[src/rtl/fetch_queue_if.sv]
// Fetch queue handshake bundle: imem request/response, execute redirect, and decode dequeue.
interface fetch_queue_if #(
    parameter int XLEN  = 32,
    parameter int DEPTH = 4
);
    localparam int CW = $clog2(DEPTH) + 1;

    logic            imem_req_valid;
    logic            imem_req_ready;
    logic [XLEN-1:0] imem_req_addr;
    logic            imem_rsp_valid;
    logic [XLEN-1:0] imem_rsp_data;
    logic            redirect_valid;
    logic [XLEN-1:0] redirect_pc;
    logic            deq_valid;
    logic            deq_ready;
    logic [XLEN-1:0] deq_pc;
    logic [XLEN-1:0] deq_instr;
    logic [XLEN-1:0] deq_pc_plus_4;
    logic [CW-1:0]   count;

    modport master (
        output imem_req_valid, imem_req_addr, deq_valid, deq_pc, deq_instr, deq_pc_plus_4, count,
        input  imem_req_ready, imem_rsp_valid, imem_rsp_data, redirect_valid, redirect_pc, deq_ready
    );

    modport slave (
        input  imem_req_valid, imem_req_addr, deq_valid, deq_pc, deq_instr, deq_pc_plus_4, count,
        output imem_req_ready, imem_rsp_valid, imem_rsp_data, redirect_valid, redirect_pc, deq_ready
    );
endinterface

[src/rtl/fetch_queue.sv]
// Credit-limited instruction fetch into an in-order queue; redirect flushes and drops in-flight responses.
// Response to deq_valid takes one cycle, or zero with FETCH_QUEUE_BYPASS_EN; requests stall once queued + outstanding reaches DEPTH.
module fetch_queue #(
    parameter int              XLEN     = 32,
    parameter int              DEPTH    = 4,
    parameter logic [XLEN-1:0] RESET_PC = 32'h0000_0000
) (
    input  logic          clk,
    input  logic          rst,
    fetch_queue_if.master bus
);
    localparam int              PW      = $clog2(DEPTH);
    localparam int              CW      = $clog2(DEPTH) + 1;
    localparam logic [CW:0]     DEPTH_W = (CW + 1)'(DEPTH);
    localparam logic [XLEN-1:0] STEP    = XLEN'(4);

    logic [XLEN-1:0] fetch_pc;
    logic [XLEN-1:0] rsp_pc;
    logic [XLEN-1:0] q_pc    [DEPTH];
    logic [XLEN-1:0] q_instr [DEPTH];
    logic [PW-1:0]   head;
    logic [PW-1:0]   tail;
    logic [CW-1:0]   count;
    logic [CW-1:0]   outstanding;
    logic [CW-1:0]   drop;

    logic            req_fire;
    logic            rsp_live;
    logic            keep;
    logic            enq;
    logic            deq_q;
    logic [CW-1:0]   out_next;
    logic [XLEN-1:0] redir_pc;
`ifdef FETCH_QUEUE_BYPASS_EN
    logic            bypass;
`endif

    always_comb begin
        req_fire = bus.imem_req_valid & bus.imem_req_ready;
        // A response with nothing outstanding is spurious and must not touch any state.
        rsp_live = bus.imem_rsp_valid & (outstanding != '0);
        keep     = rsp_live & (drop == '0) & !bus.redirect_valid;
        deq_q    = bus.deq_ready & (count != '0) & !bus.redirect_valid;
`ifdef FETCH_QUEUE_BYPASS_EN
        bypass   = keep & (count == '0);
        enq      = keep & !(bypass & bus.deq_ready);
`else
        enq      = keep;
`endif
        out_next = outstanding + CW'(req_fire) - CW'(rsp_live);
        redir_pc = {bus.redirect_pc[XLEN-1:2], 2'b00};
    end

    assign bus.imem_req_valid = !rst & !bus.redirect_valid &
                                (({1'b0, count} + {1'b0, outstanding}) < DEPTH_W);
    assign bus.imem_req_addr  = fetch_pc;
`ifdef FETCH_QUEUE_BYPASS_EN
    assign bus.deq_valid      = !rst & ((count != '0) | bypass);
    assign bus.deq_pc         = (count == '0) ? rsp_pc : q_pc[head];
    assign bus.deq_instr      = (count == '0) ? bus.imem_rsp_data : q_instr[head];
`else
    assign bus.deq_valid      = !rst & (count != '0);
    assign bus.deq_pc         = q_pc[head];
    assign bus.deq_instr      = q_instr[head];
`endif
    assign bus.deq_pc_plus_4  = bus.deq_pc + STEP;
    assign bus.count          = count;

    always_ff @(posedge clk) begin
        if (rst) begin
            fetch_pc    <= RESET_PC;
            rsp_pc      <= RESET_PC;
            head        <= '0;
            tail        <= '0;
            count       <= '0;
            outstanding <= '0;
            drop        <= '0;
        end else if (bus.redirect_valid) begin
            // Everything still in flight after this cycle belongs to the old path.
            fetch_pc    <= redir_pc;
            rsp_pc      <= redir_pc;
            head        <= '0;
            tail        <= '0;
            count       <= '0;
            outstanding <= out_next;
            drop        <= out_next;
        end else begin
            if (req_fire) fetch_pc <= fetch_pc + STEP;
            if (keep) rsp_pc <= rsp_pc + STEP;
            if (rsp_live && drop != '0) drop <= drop - CW'(1);
            if (enq) tail <= tail + PW'(1);
            if (deq_q) head <= head + PW'(1);
            outstanding <= out_next;
            count       <= count + CW'(enq) - CW'(deq_q);
        end
    end

    always_ff @(posedge clk) begin
        if (enq) begin
            q_pc[tail]    <= rsp_pc;
            q_instr[tail] <= bus.imem_rsp_data;
        end
    end
endmodule
[src/flat_wrapper.sv]
// flat-port wrapper written by rule: the top's interface ports become plain ports
module fetch_queue_flat 
#(
    parameter int              XLEN     = 32,
    parameter int              DEPTH    = 4,
    parameter logic [XLEN-1:0] RESET_PC = 32'h0000_0000
)
  (clk, rst, bus_imem_req_valid, bus_imem_req_addr, bus_deq_valid, bus_deq_pc, bus_deq_instr, bus_deq_pc_plus_4, bus_count, bus_imem_req_ready, bus_imem_rsp_valid, bus_imem_rsp_data, bus_redirect_valid, bus_redirect_pc, bus_deq_ready);
  fetch_queue_if #(.XLEN(XLEN), .DEPTH(DEPTH)) bus_i ();
  input  logic clk;
  input  logic rst;
  output wire logic [$bits(bus_i.imem_req_valid)-1:0] bus_imem_req_valid;
  output wire logic [$bits(bus_i.imem_req_addr)-1:0] bus_imem_req_addr;
  output wire logic [$bits(bus_i.deq_valid)-1:0] bus_deq_valid;
  output wire logic [$bits(bus_i.deq_pc)-1:0] bus_deq_pc;
  output wire logic [$bits(bus_i.deq_instr)-1:0] bus_deq_instr;
  output wire logic [$bits(bus_i.deq_pc_plus_4)-1:0] bus_deq_pc_plus_4;
  output wire logic [$bits(bus_i.count)-1:0] bus_count;
  input wire logic [$bits(bus_i.imem_req_ready)-1:0] bus_imem_req_ready;
  input wire logic [$bits(bus_i.imem_rsp_valid)-1:0] bus_imem_rsp_valid;
  input wire logic [$bits(bus_i.imem_rsp_data)-1:0] bus_imem_rsp_data;
  input wire logic [$bits(bus_i.redirect_valid)-1:0] bus_redirect_valid;
  input wire logic [$bits(bus_i.redirect_pc)-1:0] bus_redirect_pc;
  input wire logic [$bits(bus_i.deq_ready)-1:0] bus_deq_ready;
  assign bus_imem_req_valid = bus_i.imem_req_valid;
  assign bus_imem_req_addr = bus_i.imem_req_addr;
  assign bus_deq_valid = bus_i.deq_valid;
  assign bus_deq_pc = bus_i.deq_pc;
  assign bus_deq_instr = bus_i.deq_instr;
  assign bus_deq_pc_plus_4 = bus_i.deq_pc_plus_4;
  assign bus_count = bus_i.count;
  assign bus_i.imem_req_ready = bus_imem_req_ready;
  assign bus_i.imem_rsp_valid = bus_imem_rsp_valid;
  assign bus_i.imem_rsp_data = bus_imem_rsp_data;
  assign bus_i.redirect_valid = bus_redirect_valid;
  assign bus_i.redirect_pc = bus_redirect_pc;
  assign bus_i.deq_ready = bus_deq_ready;
  fetch_queue #(.XLEN(XLEN), .DEPTH(DEPTH), .RESET_PC(RESET_PC)) u_core (.clk(clk), .rst(rst), .bus(bus_i));
endmodule
[config.mk]
export PLATFORM = sky130hd
export DESIGN_NAME = fetch_queue_flat
export DESIGN_NICKNAME = d
export VERILOG_FILES = /design/src/rtl/fetch_queue_if.sv /design/src/rtl/fetch_queue.sv /design/src/flat_wrapper.sv
export SDC_FILE = /design/constraint.sdc
export NUM_CORES = 1
export LEC_CHECK = 0
export CORE_ASPECT_RATIO = 1.25
export CORE_MARGIN = 2
export CORE_UTILIZATION = 56
export CTS_BUF_LIST = sky130_fd_sc_hd__clkbuf_4
export CTS_CLUSTER_SIZE = 30
export DETAILED_ROUTE_END_ITERATION = 8
export PLACE_DENSITY_LB_ADDON = 0.08
export SYNTH_ARGS = -nofsm -noshare
export SYNTH_HDL_FRONTEND = slang
export SYNTH_SLANG_ARGS = --single-unit
[constraint.sdc]
create_clock -name clk -period 3.8 [get_ports clk]
set_input_delay 0.76 -clock clk [delete_from_list [all_inputs] [get_ports clk]]
set_output_delay 0.76 -clock clk [all_outputs]
set_load 0.05 [all_outputs]
power_grid.png
Bar = 50 um. Pins as bars on the die edge.
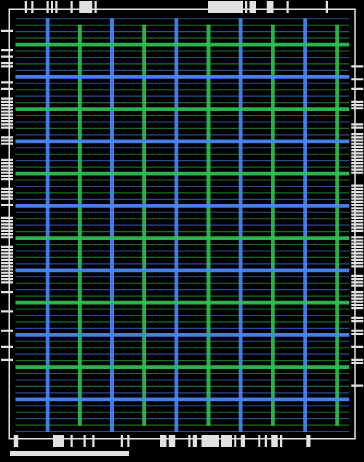
- blue: VSS
- green: VDD
- met4 straps: 10
- met5 straps: 12
- signal pins: 203
- met1 rails: 65
core footprint: 24,500 um^2
DIE WIDTH: 145.2 um
DIE HEIGHT: 180.5 um
VDD IR-drop max: 0.0003130 V

io_fan.png
Bar = 50 um.
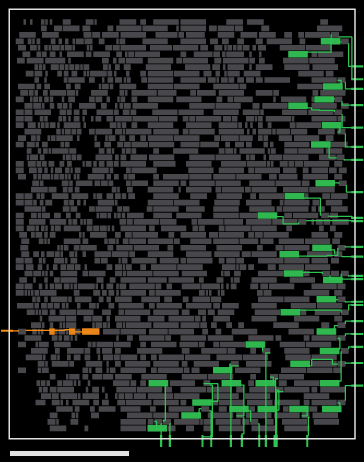
- orange: bus_imem_rsp_valid (bits 1; direction input; edge left; end cells 3; buffers 1; wire 32.0 um)
- green: bus_deq_instr (bits 32; direction output; edge 21 right, 11 bottom; end cells 32; buffers 32; wire 633 um)

cell_density.png
Bar = 50 um. The die is cut into 15 by 18 equal tiles; black is low, pale yellow is high, 0 to 100% covered.
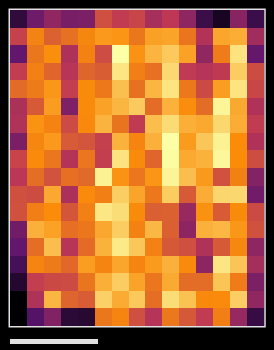
- mean over tiles: 66%
- tiles over 75% full: 36%
- nearly empty tiles: 0.70%
FP Util: 56.95%
Finished Core Util: 72.16%

congestion.png
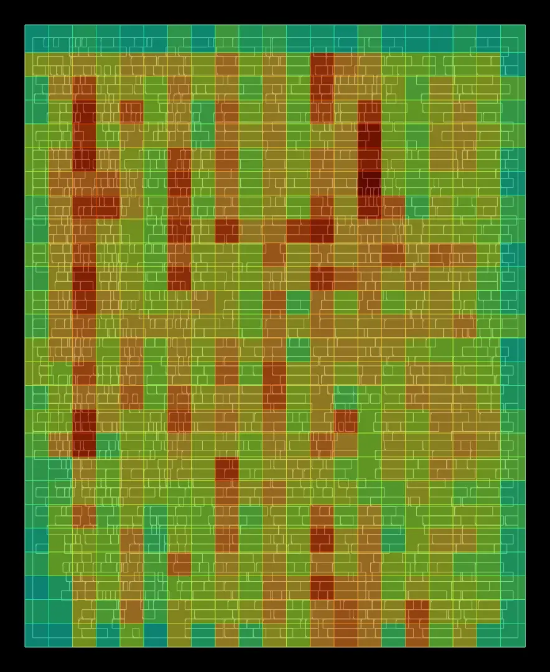
met1 usage: 29.66%
met3 usage: 4.759%
GRT Total Usage: 22.73%

==> results_slide.txt <==
Run Summary

Run status
  • Status: complete, no violations

Synthesis
  • Yosys warns: 0
  • Yosys cell count: ~950
  • Xor+xnor area frac: under 10%
  • Dominant comb cell: simple AND/OR/NAND/NOR gates
  • Mux share: 10.51%
  • Post-Synth Simple-Gate Area: 10.89%
  • Syn_area_per_cell: 14.72 um^2
  • Synth top cell by count: edfxtp_1
  • YS chip area: approximately 14,000 um^2
  • FA/HA/MAJ Cells, Area Fraction: 1.632%
  • Main area contributors after synthesis: edfxtp_1 53%, dfxtp_1 11%, mux4_2 8.2%
  • Netlist Area Pre-Place: 13,960 um^2
  • Post-synth top area cell: edfxtp_1

Clock network
  • Resized cells post-CTS: 7
  • Postcts setup bufs: 4
  • # clock sinks: 323
  • Clock Tree Buf Depth: 3

Drt
  • DRC: 0
  • Via density: 5.640
  • Met1 wire length: between 10 and 15 mm

Final timing
  • Setup TNS: 0 ns
  • Hold slack: between 0.4 and 0.5 ns
  • PnR worst setup slack: 0.07139 ns
  • Clk_skew: 0.04777 ns
  • Slew margin rel.: 17.06%
  • FMAX: 268.2 MHz

Finish
  • Largest register FFs: roughly 130
  • Invs w/o clock: 31
  • Fillcell total: 1,726
  • Comb gates: 544
  • Dominant logic cell type in the layout: edfxtp_1
  • Buffering overhead: 14.82%
  • Final #Nets: 1,299
  • Post-route insts no fill: 1,598
  • Leading cell kind: registers
  • Ant diodes: 1
  • Design area: approximately 18,000 um^2
  • Seq/total area: 50.65%

Setup path
  • CP Class: register to output pin
  • Levels on crit path: 8
  • RR Startpoint: u_core.bus.count[1]
  • Worst setup endpoint: bus_deq_pc_plus_4[23]
  • Setup slack, reg-to-reg: 1.30 ns
  • Startpoint Class: register
  • Crit path buf inv count: 3
  • Crit-path max FO: 12
  • CP top delay family: simple AND/OR/NAND/NOR gates

Place
  • Placed cell count: 1,446
  • GPL Wtd Cong: a little under 0.9
  • Placed Area: 16,530 um^2
  • Pre-CTS setup slack: 0.3442 ns

Floorplanning
  • Rows: between 60 and 70
  • Ports: 203

Power
  • PD cells: 484.3 nW/um^2
  • Cell-internal power: 6054 uW
  • Comb power frac: 21.1%
  • Flop pwr share: 48.1%
  • Biggest consumer: sequential cells
  • Sw Share: 29.30%

Global route
  • First-pass GRT wire length: between 40 and 50 mm
  • Vias in the first global route: 8,928
  • GRT Max-Usage Layer: met2
  • Largest net degree at the start of global routing: 63
  • Initial antenna violation count: 1

Flow run
  • Maxcap violations: 0

Worst hold path
  • Hold Path End: u_core.bus.count[1]
Power figures rest on the tool's default switching activity, not on a simulated workload.
